**src/rtl/charset.sv**
```systemverilog
// -----------------------------------------------------------------------------
// charset -- programmable character-set table
//
// Stores up to 63 seven-bit characters, which are appended one per clock.
// A character is read back by its ordinal. Ordinals at or beyond the current
// set length read as 7'h00, so old contents left over from an earlier fill
// can never be seen. Each string position of the brute-force string
// generator uses one instance. The generator steps `ord` through 0..len-1
// and joins the returned characters into the candidate string.
//
// Configuration macro:
//   CHARSET_REG_OUT_EN  undefined (default): char_out is combinational and has
//                       zero latency from ord. The string generator needs
//                       this build.
//                       defined: char_out is registered. It shows the read
//                       result from the previous edge, which gives one cycle
//                       of latency. The register clears to 7'h00 on reset.
//
// Ports:
//   clk       in   1  single clock, rising edge
//   reset     in   1  synchronous, active-high; clears the set length
//   w_en      in   1  append strobe (one character per cycle)
//   w_char    in   7  character to append
//   ord       in   6  ordinal of the character to read
//   len       out  6  number of valid characters stored (0..63)
//   char_out  out  7  character at ord, or 7'h00 when ord >= len
// -----------------------------------------------------------------------------
module charset (
    input  logic       clk,
    input  logic       reset,
    input  logic       w_en,
    input  logic [6:0] w_char,
    input  logic [5:0] ord,
    output logic [5:0] len,
    output logic [6:0] char_out
);

    localparam logic [5:0] LEN_FULL = 6'd63;

    logic [6:0] mem [0:63];
    logic       is_full;
    logic       do_write;
    logic [6:0] read_char;

    assign is_full  = (len == LEN_FULL);
    // Reset takes priority, so a write strobe in the same cycle is dropped.
    assign do_write = w_en && !reset && !is_full;

    // NOTE: sequential state uses non-blocking assignments. Every register
    // then samples the pre-edge values, whatever order the blocks run in.
    always_ff @(posedge clk) begin
        if (reset) begin
            len <= '0;
        end else if (do_write) begin
            len <= len + 6'd1;
        end
    end

    // NOTE: the storage array is deliberately not reset. The read mask on len
    // hides stale entries, and leaving out the reset lets the array map onto
    // plain RAM.
    always_ff @(posedge clk) begin
        if (do_write) begin
            mem[len] <= w_char;
        end
    end

    // NOTE: read_char is given a default first, so no path through this block
    // can infer a latch.
    always_comb begin
        read_char = 7'h00;
        if (ord < len) begin
            read_char = mem[ord];
        end
    end

`ifdef CHARSET_REG_OUT_EN
    always_ff @(posedge clk) begin
        if (reset) begin
            char_out <= 7'h00;
        end else begin
            char_out <= read_char;
        end
    end
`else
    assign char_out = read_char;
`endif

endmodule

```
**config.mk**
```make
export PLATFORM = sky130hd
export DESIGN_NAME = charset
export DESIGN_NICKNAME = d
export VERILOG_FILES = /design/src/rtl/charset.sv
export SDC_FILE = /design/constraint.sdc
export NUM_CORES = 1
export LEC_CHECK = 0
export CAP_MARGIN = 20
export CORE_AREA = 4 4 165 287
export DETAILED_ROUTE_END_ITERATION = 16
export DIE_AREA = 0 0 169 291
export GPL_TIMING_DRIVEN = 0
export PLACE_DENSITY = 0.69
export SYNTH_ARGS = -nofsm -noshare
export SYNTH_HDL_FRONTEND = slang
export SYNTH_SLANG_ARGS = --single-unit
export TNS_END_PERCENT = 100
```
**constraint.sdc**
```tcl
create_clock -name clk -period 2.2 [get_ports clk]
set_input_delay 0.44 -clock clk [delete_from_list [all_inputs] [get_ports clk]]
set_output_delay 0.44 -clock clk [all_outputs]
set_load 0.02 [all_outputs]
```
**Run 1: register map, names as in the netlist**

Scale bar: 50 um.
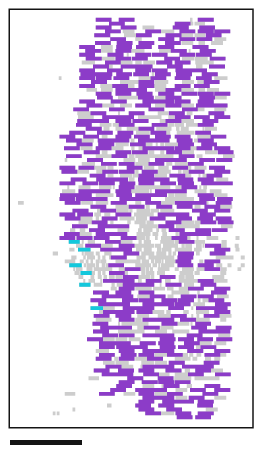
| name in the netlist | colour | flops |
|---|---|---|
| len | cyan | 6 |
| mem | purple | 448 |
Seq/total area: 64.24%
total sequential power: 0.00952 W
final core utilization: 47.02%
Reg area: 13,590 um2

**Run 1: metal layers overlaid**

Only two layers are drawn.
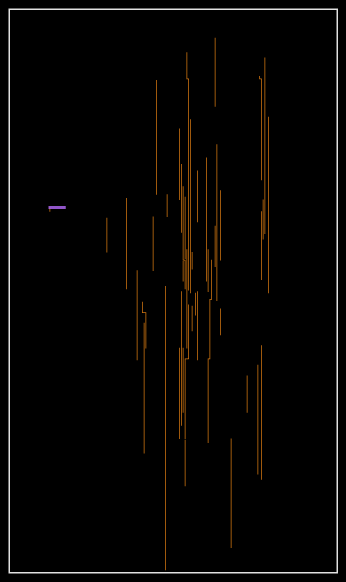
| layer | colour | wire length |
|---|---|---|
| metal 4 | orange | 2,090 um |
| metal 5 | purple | 7.40 um |
gr usage total: 16.89%
via count: 8,629
drt total wl: 41,460 um

**Run 1: M4 wires**

Scale bar: 50 um.
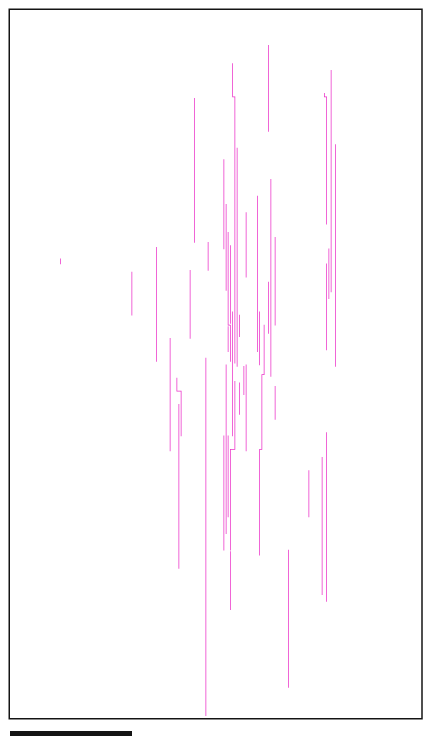
nets with wire on the layer: 31
main direction: vertical
longest straight run: 147 um
share of all routed wire: 5.0%

==> flow_summary.toml, run 1 <==
# implementation run metrics
[run_status]
outcome = "complete, but fails checks"
violations = "setup timing"

[clocking]
cts_tree = "yes"
cts_inserted_buffers = 37
clk_pin_slew_ns = 0.07
cts_buffer_depth = 3
cts_hold_buffers = 0
clk_latency_ns = 0.53
htreeDepth = 2

[place]
place_area_um2 = 19050
dp.cells = 1469
globalplace.congestion = 0.8614
hpwl_um = 29000
portBuffers = 28

[layout]
design_area_um2 = 21150
area_growth_pct = 18.64
fill_cells = 3601
instances_no_fill = 1548
final_nets = 970
final_cell_mix = "edfxtp_1, mux4_2, nor2_4"

[synthesis]
logic_family = "multiplexers"
synth_cells = 858
adder_share_pct = 0.4211
yosys_cells = 858
ys.flops = 454
yosys.stat.chipArea_um2 = 17830
yosysWarnings = 0
post_synth_instance_area_um2 = 17830
synth_cell_types = 42
syn-num-nets = 880
ys_sh_xor_pct = 0.1965

[final_timing]
drv_slew = 0
relSlewSlack_pct = 28.14
fmax_mhz = 336.7
finalHoldViolations = 0
fin_ws_ns = -0.7699
finalCritPeriodShare_pct = 135.0
period_minus_slack_ns = 2.970
rsz0062_at_grt = "yes"
fin_skew_ns = 0.01518
setup_viol_count_final = 7
setup-tns-final_ns = -5.208

[setup_path]
rr_startpoint = "len[3]"
r2r_slack_ns = 0.03
reg2reg_depth = 4
critPathKind = "reg -> out"
path_max_fanout = 4
cp.arrival_ns = 2.53
endpoint_kind = "primary output"
worst_ep_required_time_ns = 1.76
endpoint = "char_out[6]"
startpoint = "len[1]"
crit_path_start_kind = "register"

[worst_hold_path]
min_path_type = "in -> reg"

[pwr]
power.leakage_nw = 6.400
finalPower_w = 0.01703
p_per_area_nw_per_um2 = 805.1
vdd_drop_max_uv = 468.1

[floorplan]
die_y_um = 291
core_area_um2 = 44980
pin_count = 29
rows = 103
die_w_um = 169
dieArea_um2 = 49180

[global_routing]
antenna_found_initial = 1
gr-total-overflow = 0
grt_max_degree = 65
grt_pass1_vias = 9244
grt_pass1_wl_um = 61430

[job]
drv_cap = 0
log.warning_count = 30

[route]
drt_iter0_markers = 750
postRouteAntennaNets = 0
routedWlPerCell_um = 26.78
firstDrtPassIters = 5
viasPerCell = 5.574
## run 1: synth_stat cells, types with 7 or more instances
master	instances	share of area (%)
nor2_1	80	1.7
buf_6	8	0.51
o22ai_1	24	0.84
edfxtp_1	448	75
a22oi_1	17	0.72
buf_2	16	0.45
mux2_2	7	0.44
mux2i_1	9	0.51
mux4_2	112	14
nand3_1	9	0.25
a21oi_1	10	0.28
nand2_1	33	0.69
clkbuf_1	7	0.15
## run 1: flip-flops by register name, indices dropped and copies added (netlist names)
| signal | count |
|---|---|
| mem | 448 |
| len | 6 |
## run 1: per-layer routing
| layer | GRT usage [%] | up-vias | part of all wire (%) |
|---|---|---|---|
| li1 | - | 3736 | - |
| met1 | 18.32 | 4498 | 34 |
| met2 | 31.98 | 292 | 57 |
| met3 | 2.310 | 101 | 4.6 |
| met4 | 7.899 | 2 | 5.0 |
| met5 | 0 | - | 0.017 |
## run 1: final cells by class
cell class / instances / area [um2] / area share (%)
diodes: 1 / 2.502 / 0.01183
inverters: 7 / 47.55 / 0.2248
clock inverters: 18 / 191.4 / 0.9051
well taps: 577 / 721.9 / 3.413
flip-flops and latches: 454 / 13590 / 64.24
multi-input cells: 358 / 4726 / 22.34
repair buffers: 53 / 531.8 / 2.514
clock buffers: 43 / 948.4 / 4.484
plain buffers: 37 / 392.9 / 1.858
## run 1: power by group
| part | total, W | leakage [nW] | internal (W) | switching, W |
|---|---|---|---|---|
| clock network | 0.00644 | 0.547 | 0.00356 | 0.00289 |
| registers | 0.00952 | 4.08 | 0.00951 | 0.0000108 |
| logic | 0.00107 | 1.77 | 0.000437 | 0.000628 |
## run 1: timing repair
| action | 4_1_cts | 5_1_grt |
|---|---|---|
| setup buffers | 17 | 1 |
| pin swaps | 18 | 14 |
| gates cloned | 1 | 0 |
| endpoints found under the setup margin | 443 | 385 |
| gates resized | 229 | 31 |
## run 1: worst max-delay path, cell delays in order (launching register included)
cell and delay [ns]:
dfxtp_4 0.36, inv_4 0.07, ha_4 0.19, a2111o_1 0.48
a221oi_4 0.33, buf_6 0.18, nand2_2 0.05, o211ai_1 0.15
buf_4 0.20
## run 1: kinds of logic after synthesis
logic type      after synthesis
flops                       454
xor+xnor                      4
mux                         128
buf+inv                      46
fa+ha+maj                     6
simple gates                154
compound gates               66
## run 1: through the flow
stage | setup slack, ns | utilization, %
after floorplan | -0.06403 | -
after global placement | -2.070 | 42.16
after detailed placement | -2.106 | 42.35
after CTS | -0.7790 | 46.70
after global routing | -0.8229 | 47.02
final | -0.7699 | 47.02
## run 1: worst min path at each step
stage	from	to	slack, ns	depth (start not counted)
after floorplan	reset	len[1]	0.50	1
after global placement	len[2]	len[2]	0.52	2
after detailed placement	len[2]	len[2]	0.53	2
after CTS	w_char[4]	mem[18][4]	0.26	1
after global routing	w_char[4]	mem[1][4]	0.28	1
final	w_char[4]	mem[16][4]	0.28	1
## Run 2: what changed since run 1
PLACE_DENSITY = 0.67   (was 0.69)
clock period = 3.6 ns   (was 2.2 ns; I/O delays follow)
**Run 2: register map, names as in the netlist**

Scale bar: 50 um.
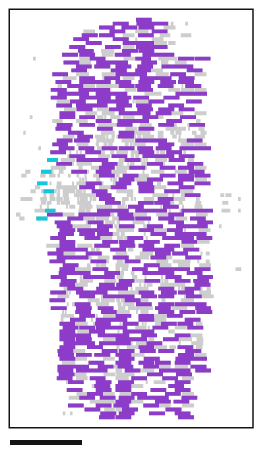
Seq/total area: 66.41%
Reg area: 13,580 um2
total sequential power: 0.00582 W
final core utilization: 45.45%

**Run 2: M4 wires**

Scale bar: 50 um.
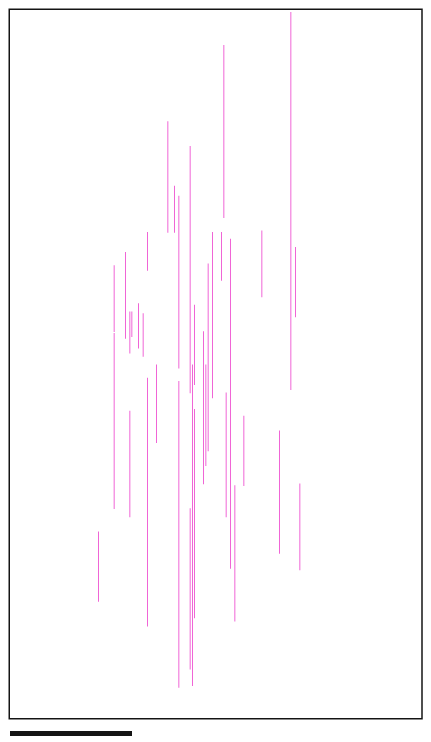
wire length on this layer: 2,000 um
share of all routed wire: 4.9%
via count: 8,593
drt total wl: 41,070 um

**Run 2: logic cells by family**

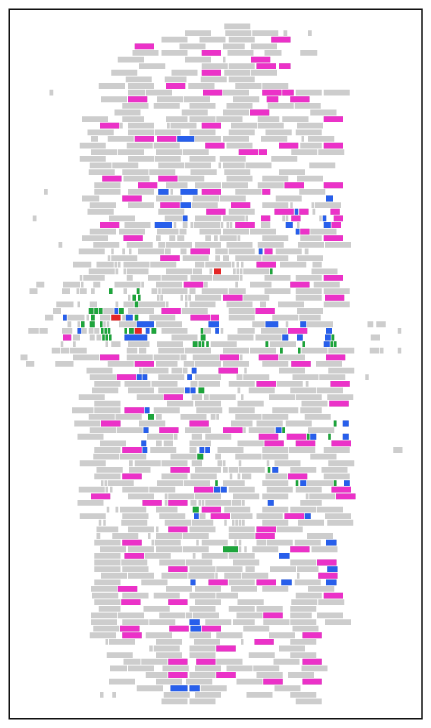
| family | colour | cells |
|---|---|---|
| NAND gates | green | 50 |
| AND-OR and OR-AND gates | red | 3 |
| multiplexers | magenta | 128 |
| inverting AOI/OAI gates | blue | 63 |
Top cell excl fill/tap: edfxtp_1
Comb area share: 20.47%
Final Non-Filler Cells: 1,540

==> run 2 against run 1 <==
Compared with the run above: the flow now finishes without violations; critical path depth increased by 1; sequential power decreased by 39%; count of clock-buffer cells in the layout increased by 7; utilization decreased by 1.6 points; routed wire length decreased by 0.94%; total power decreased by 39%; setup slack improved by 0.79 ns; combinational power decreased by 42%; die size unchanged; clock power decreased by about 40%; critical endpoint is now char_out[0].
==> flow_summary.toml, run 2 <==
# implementation run metrics
[run_status]
outcome = "finished clean"

[floorplan]
dieArea_um2 = 49180
rows = 103
core_area_um2 = 44980
die_y_um = 291

[global_routing]
grt_usage_pct = 16.76
grt_pass1_vias = 9146
gr-total-overflow = 0
grt_pass1_wl_um = 60490
grt_max_degree = 63
antenna_found_initial = 2

[setup_path]
crit_path_start_kind = "primary input"
cp.arrival_ns = 2.85
critPathKind = "in -> out"
endpoint_kind = "primary output"
rr_startpoint = "len[0]"
r2r_slack_ns = 0.89
worst_ep_required_time_ns = 2.88
path_max_fanout = 10
reg2reg_depth = 4

[pwr]
vdd_drop_max_uv = 258.0
finalPower_w = 0.01033
power.leakage_nw = 6.234
p_per_area_nw_per_um2 = 505.2

[layout]
largest_reg_flops = 448
antennaDiodeCount = 0
final_nets = 958
reg_top3 = "mem x448, len x6"
final_cell_mix = "edfxtp_1, mux4_2, nor2_1"
area_growth_pct = 14.66
largest-register = "mem"

[final_timing]
setup_viol_count_final = 0
finalHoldViolations = 0
drv_slew = 0
period_minus_slack_ns = 3.575
finalCritPeriodShare_pct = 99.31
fmax_mhz = 279.7
fin_skew_ns = 0.02816
relSlewSlack_pct = 45.25

[synthesis]
yosys_cells = 858
top_cells_by_count = "edfxtp_1, mux4_2, nor2_1, nand2_1, o22ai_1"
post_synth_instance_area_um2 = 17830
area_leaders = "edfxtp_1, mux4_2, nor2_1"
yosys.stat.chipArea_um2 = 17830
ys.flops = 454
synth_cell_types = 42
yosysWarnings = 0

[place]
dp.cells = 1470
portBuffers = 28

[route]
firstDrtPassIters = 5
drt_iter0_markers = 752
viasPerCell = 5.580
routedWlPerCell_um = 26.67
postRouteAntennaNets = 0

[worst_hold_path]
min_path_type = "in -> reg"
min_path_cells = 1

[clocking]
cts_inserted_buffers = 38
clk_latency_ns = 0.54
cts_buffer_depth = 3
cts_hold_buffers = 0
cts_tree = "yes"
clk_pin_slew_ns = 0.06

[job]
log.warning_count = 26
drv_cap = 0
## run 2: cell type report
| cell class | count | area [um2] |
|---|---|---|
| Buffer | 36 | 370.4 |
| Clock buffer | 50 | 1017 |
| Clock inverter | 17 | 121.4 |
| Fill cell | 3650 | 24540 |
| Inverter | 7 | 27.53 |
| Multi-Input combinational cell | 358 | 4185 |
| Sequential cell | 454 | 13580 |
| Tap cell | 577 | 721.9 |
| Timing Repair Buffer | 41 | 421.7 |
## run 2: worst paths after layout
| kind | endpoint |
|---|---|
| worst min register to register | len[2] |
| worst max-delay path | char_out[0] |
| worst max register to register | mem[39][0] |
| worst min-delay path | mem[36][5] |
## run 2: layer usage
metal	global-route usage, %	share of wire [%]	vias up
met4	7.958	4.9	0
met5	0	0	-
met1	18.93	34	4497
met3	2.269	5.2	87
met2	30.92	55	308
li1	-	-	3701
## run 2: logic make-up (layout without fill, tap and decap cells)
logic type / count (synthesis) / after routing / share of synthesized area (%)
flops: 454 / 454 / 76.14
simple gates: 154 / 154 / 3.839
mux: 128 / 128 / 15.10
compound gates: 66 / 66 / 2.604
buf+inv: 46 / 151 / 1.705
fa+ha+maj: 6 / 6 / 0.4211
xor+xnor: 4 / 4 / 0.1966
## run 2: power breakdown
group / total [W] / leakage, nW / switching [W] / internal (W)
clock network: 0.00389 / 0.546 / 0.00181 / 0.00208
logic: 0.000621 / 1.61 / 0.000369 / 0.000251
registers: 0.00582 / 4.08 / 0.00000663 / 0.00581
## run 2: metrics by stage
stage | worst slack (ns) | setup TNS [ns] | area [um2] | hold slack [ns]
after floorplan | 0.5845 | 0 | 17830 | 0.6054
after global placement | -1.353 | -9.056 | 18830 | 0.5366
after detailed placement | -1.327 | -8.962 | 18930 | 0.5468
after CTS | 0.001996 | 0 | 20370 | 0.4321
after global routing | -0.01044 | -0.01218 | 20440 | 0.4539
final | 0.02502 | 0 | 20440 | 0.4451
## run 2: worst max-delay path, cell delays in order
cell             delay [ns]
buf_2                  0.23
buf_12                 0.21
buf_12                 0.17
mux4_2                 0.57
o22ai_1                0.27
nor4_2                 0.10
nand2_1                0.13
o211ai_1               0.14
clkdlybuf4s15_2        0.29
## run 2: what timing repair did
item,4_1_cts,5_1_grt
endpoints found under the setup margin,7,6
pin swaps,8,5
gates resized,106,17
buffers inserted,4,2
## Run 3: what changed since run 2
SLEW_MARGIN = 0   (was not set)
**Run 3: metal layers overlaid**

Only two layers are drawn.
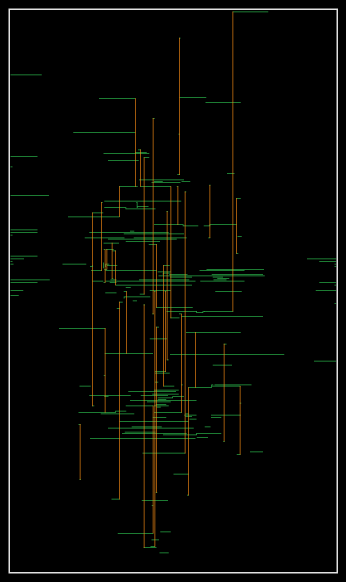
| layer | colour | wire length |
|---|---|---|
| metal 4 | orange | 2,000 um |
| metal 3 | green | 2,160 um |
gr usage total: 16.76%
Avg WL per Cell: 26.67 um

**Run 3: congestion heat map**

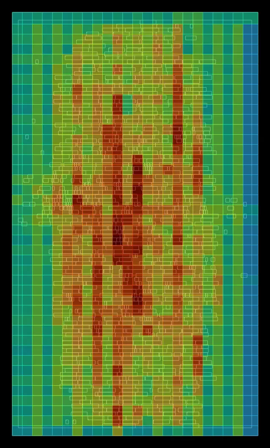
met1 Usage GRT: 18.93%
M3 GR Usage: 2.269%

**Run 3: register map, names as in the netlist**

Scale bar: 50 um.
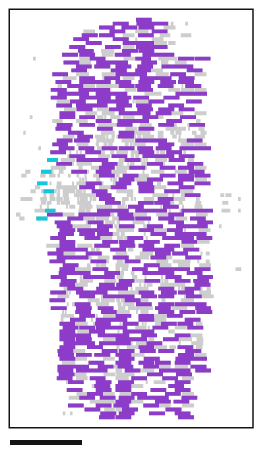

==> run 3 against run 2 <==
Compared with the run above: synthesized area unchanged; combinational power hardly changed; highest routed layer unchanged; clock power barely moved; flip-flop count unchanged; synthesized cell count unchanged; utilization stayed put; total power is the same; routed wire length unchanged; register-to-register slack about the same.
==> flow_summary.toml, run 3 <==
# implementation run metrics
[clocking]
cts_inserted_buffers = 38
htreeDepth = 2
cts_tree = "yes"
cts_buffer_depth = 3
clock-sinks = 454
clk_latency_ns = 0.54
clk_pin_slew_ns = 0.06

[synthesis]
area_leaders = "edfxtp_1, mux4_2, nor2_1"
post_synth_instance_area_um2 = 17830
yosysWarnings = 0
largest_area_cell = "edfxtp_1"
yosys.area.top_type_share_pct = 75.46
yosys.stat.chipArea_um2 = 17830
top_cells_by_count = "edfxtp_1, mux4_2, nor2_1, nand2_1, o22ai_1"
async_flop_share_pct = 0
yosys_cells = 858
synth.avg_cell_area_um2 = 20.78
synth_cells = 858
synth_cell_types = 42
ys.flops = 454
flop_cell = "edfxtp_1"

[layout]
final_nets = 958
final_cell_mix = "edfxtp_1, mux4_2, nor2_1"
fill_cells = 3650
largest-register = "mem"
instances_no_fill = 1540
area_growth_pct = 14.66
finish.utilization_pct = 45.45
largest_reg_flops = 448
reg_top3 = "mem x448, len x6"
drive_gt1_share_pct = 28.76
antennaDiodeCount = 0
layout_top_cell = "edfxtp_1"

[place]
dp.cells = 1470
portBuffers = 28

[setup_path]
crit_path_start_kind = "primary input"
cpPeakStageDelay_ns = 0.57
path_cells = "buf_2 -> buf_12 -> buf_12 -> mux4_2 -> o22ai_1 -> nor4_2 -> nand2_1 -> o211ai_1 -> clkdlybuf4s15_2"
endpoint_kind = "primary output"
cpMostUsedCell = "buf_12"
path_max_fanout = 10
cpMaxStageDelayCell = "mux4_2"
critPathKind = "in -> out"
cp.arrival_ns = 2.85
worst_ep_required_time_ns = 2.88

[final_timing]
finalCritPeriodShare_pct = 99.31
fmax_mhz = 279.7
worst_slew_pin_slew_ns = 0.8182
relSlewSlack_pct = 45.25
finalHoldViolations = 0
drv_slew = 0
setup_viol_count_final = 0
fin_skew_ns = 0.02816
period_minus_slack_ns = 3.575

[global_routing]
antenna_found_initial = 2
grt_pass1_vias = 9146
gr-total-overflow = 0
grt_pass1_wl_um = 60490
grt_max_degree = 63

[floorplan]
core_area_um2 = 44980
rows = 103
die_y_um = 291
dieArea_um2 = 49180

[pwr]
p_per_area_nw_per_um2 = 505.2
power.leakage_nw = 6.234
vdd_drop_max_uv = 258.0

[route]
drt_iter0_markers = 752
viasPerCell = 5.580
firstDrtPassIters = 5
routed_wl_um = 41070
via_count = 8593
postRouteAntennaNets = 0

[job]
drv_cap = 0
log.warning_count = 26

[run_status]
outcome = "finished clean"

[worst_hold_path]
min_path_type = "in -> reg"
-- run 3: cell counts after synthesis --
Identical to the previous run, type by type.
-- run 3: report_power, final --
| group | switching [W] | internal [W] |
|---|---|---|
| logic | 0.000369 | 0.000251 |
| registers | 0.00000663 | 0.00581 |
| clock network | 0.00181 | 0.00208 |
-- run 3: stage by stage --
stage	hold WS [ns]	setup WS [ns]	cell area [um2]	total power [W]	TNS (ns)
3_3_place_gp	0.5366	-1.353	18830	0.006499	-9.056
3_5_place_dp	0.5468	-1.327	18930	0.006510	-8.962
6_report	0.4451	0.02502	20440	0.01033	0
5_1_grt	0.4539	-0.01044	20440	0.01061	-0.01218
2_1_floorplan	0.6054	0.5845	17830	0.006241	0
4_1_cts	0.4321	0.001996	20370	0.01039	0
-- run 3: cell type report --
cell class / count / area, um2 / share of cell area (%)
sequential: 454 / 13580 / 66.41
multi-input combinational: 358 / 4185 / 20.47
clock buffer: 50 / 1017 / 4.976
tap: 577 / 721.9 / 3.532
timing repair buffer: 41 / 421.7 / 2.063
buffer: 36 / 370.4 / 1.812
clock inverter: 17 / 121.4 / 0.5937
inverter: 7 / 27.53 / 0.1347
-- run 3: final timing paths --
kind / startpoint / to / slack [ns] / cells past startpoint
worst max-delay path: ord[0] / char_out[0] / 0.03 / 9
worst min-delay path: w_char[5] / mem[36][5] / 0.45 / 1
worst max register to register: len[0] / mem[39][0] / 0.89 / 4
worst min register to register: len[2] / len[2] / 0.57 / 2
-- run 3: kinds of logic after synthesis --
| logic type | count (synthesis) | synth area share (%) |
|---|---|---|
| adders and majority gates | 6 | 0.4211 |
| muxes | 128 | 15.10 |
| DFF | 454 | 76.14 |
| AOI/OAI and AO/OA | 66 | 2.604 |
| and+or+nand+nor | 154 | 3.839 |
| buffers and inverters | 46 | 1.705 |
| xor gates and xnor gates | 4 | 0.1966 |
-- run 3: critical path, delay by kind of cell --
family | cells | cell delay, ns
AOI/OAI and AO/OA | 2 | 0.41
buffers and inverters | 4 | 0.90
and+or+nand+nor | 2 | 0.23
muxes | 1 | 0.57
-- run 3: metal layers --
metal	vias to the layer above	track usage [%]	wire (um)	share of wire, %
li1	3701	-	-	-
met2	308	30.92	22760	55
met1	4497	18.93	14150	34
met4	0	7.958	2004	4.9
met5	-	0	0	0
met3	87	2.269	2156	5.2
-- run 3: timing repair --
| item | CTS | global route |
|---|---|---|
| setup endpoints to repair | 7 | 6 |
| gates cloned | 0 | 0 |
| pin swaps | 8 | 5 |
| setup buffers | 4 | 2 |
| resized | 106 | 17 |
| hold buffers | 0 | 0 |
Power figures rest on the tool's default switching activity, not on a simulated workload.
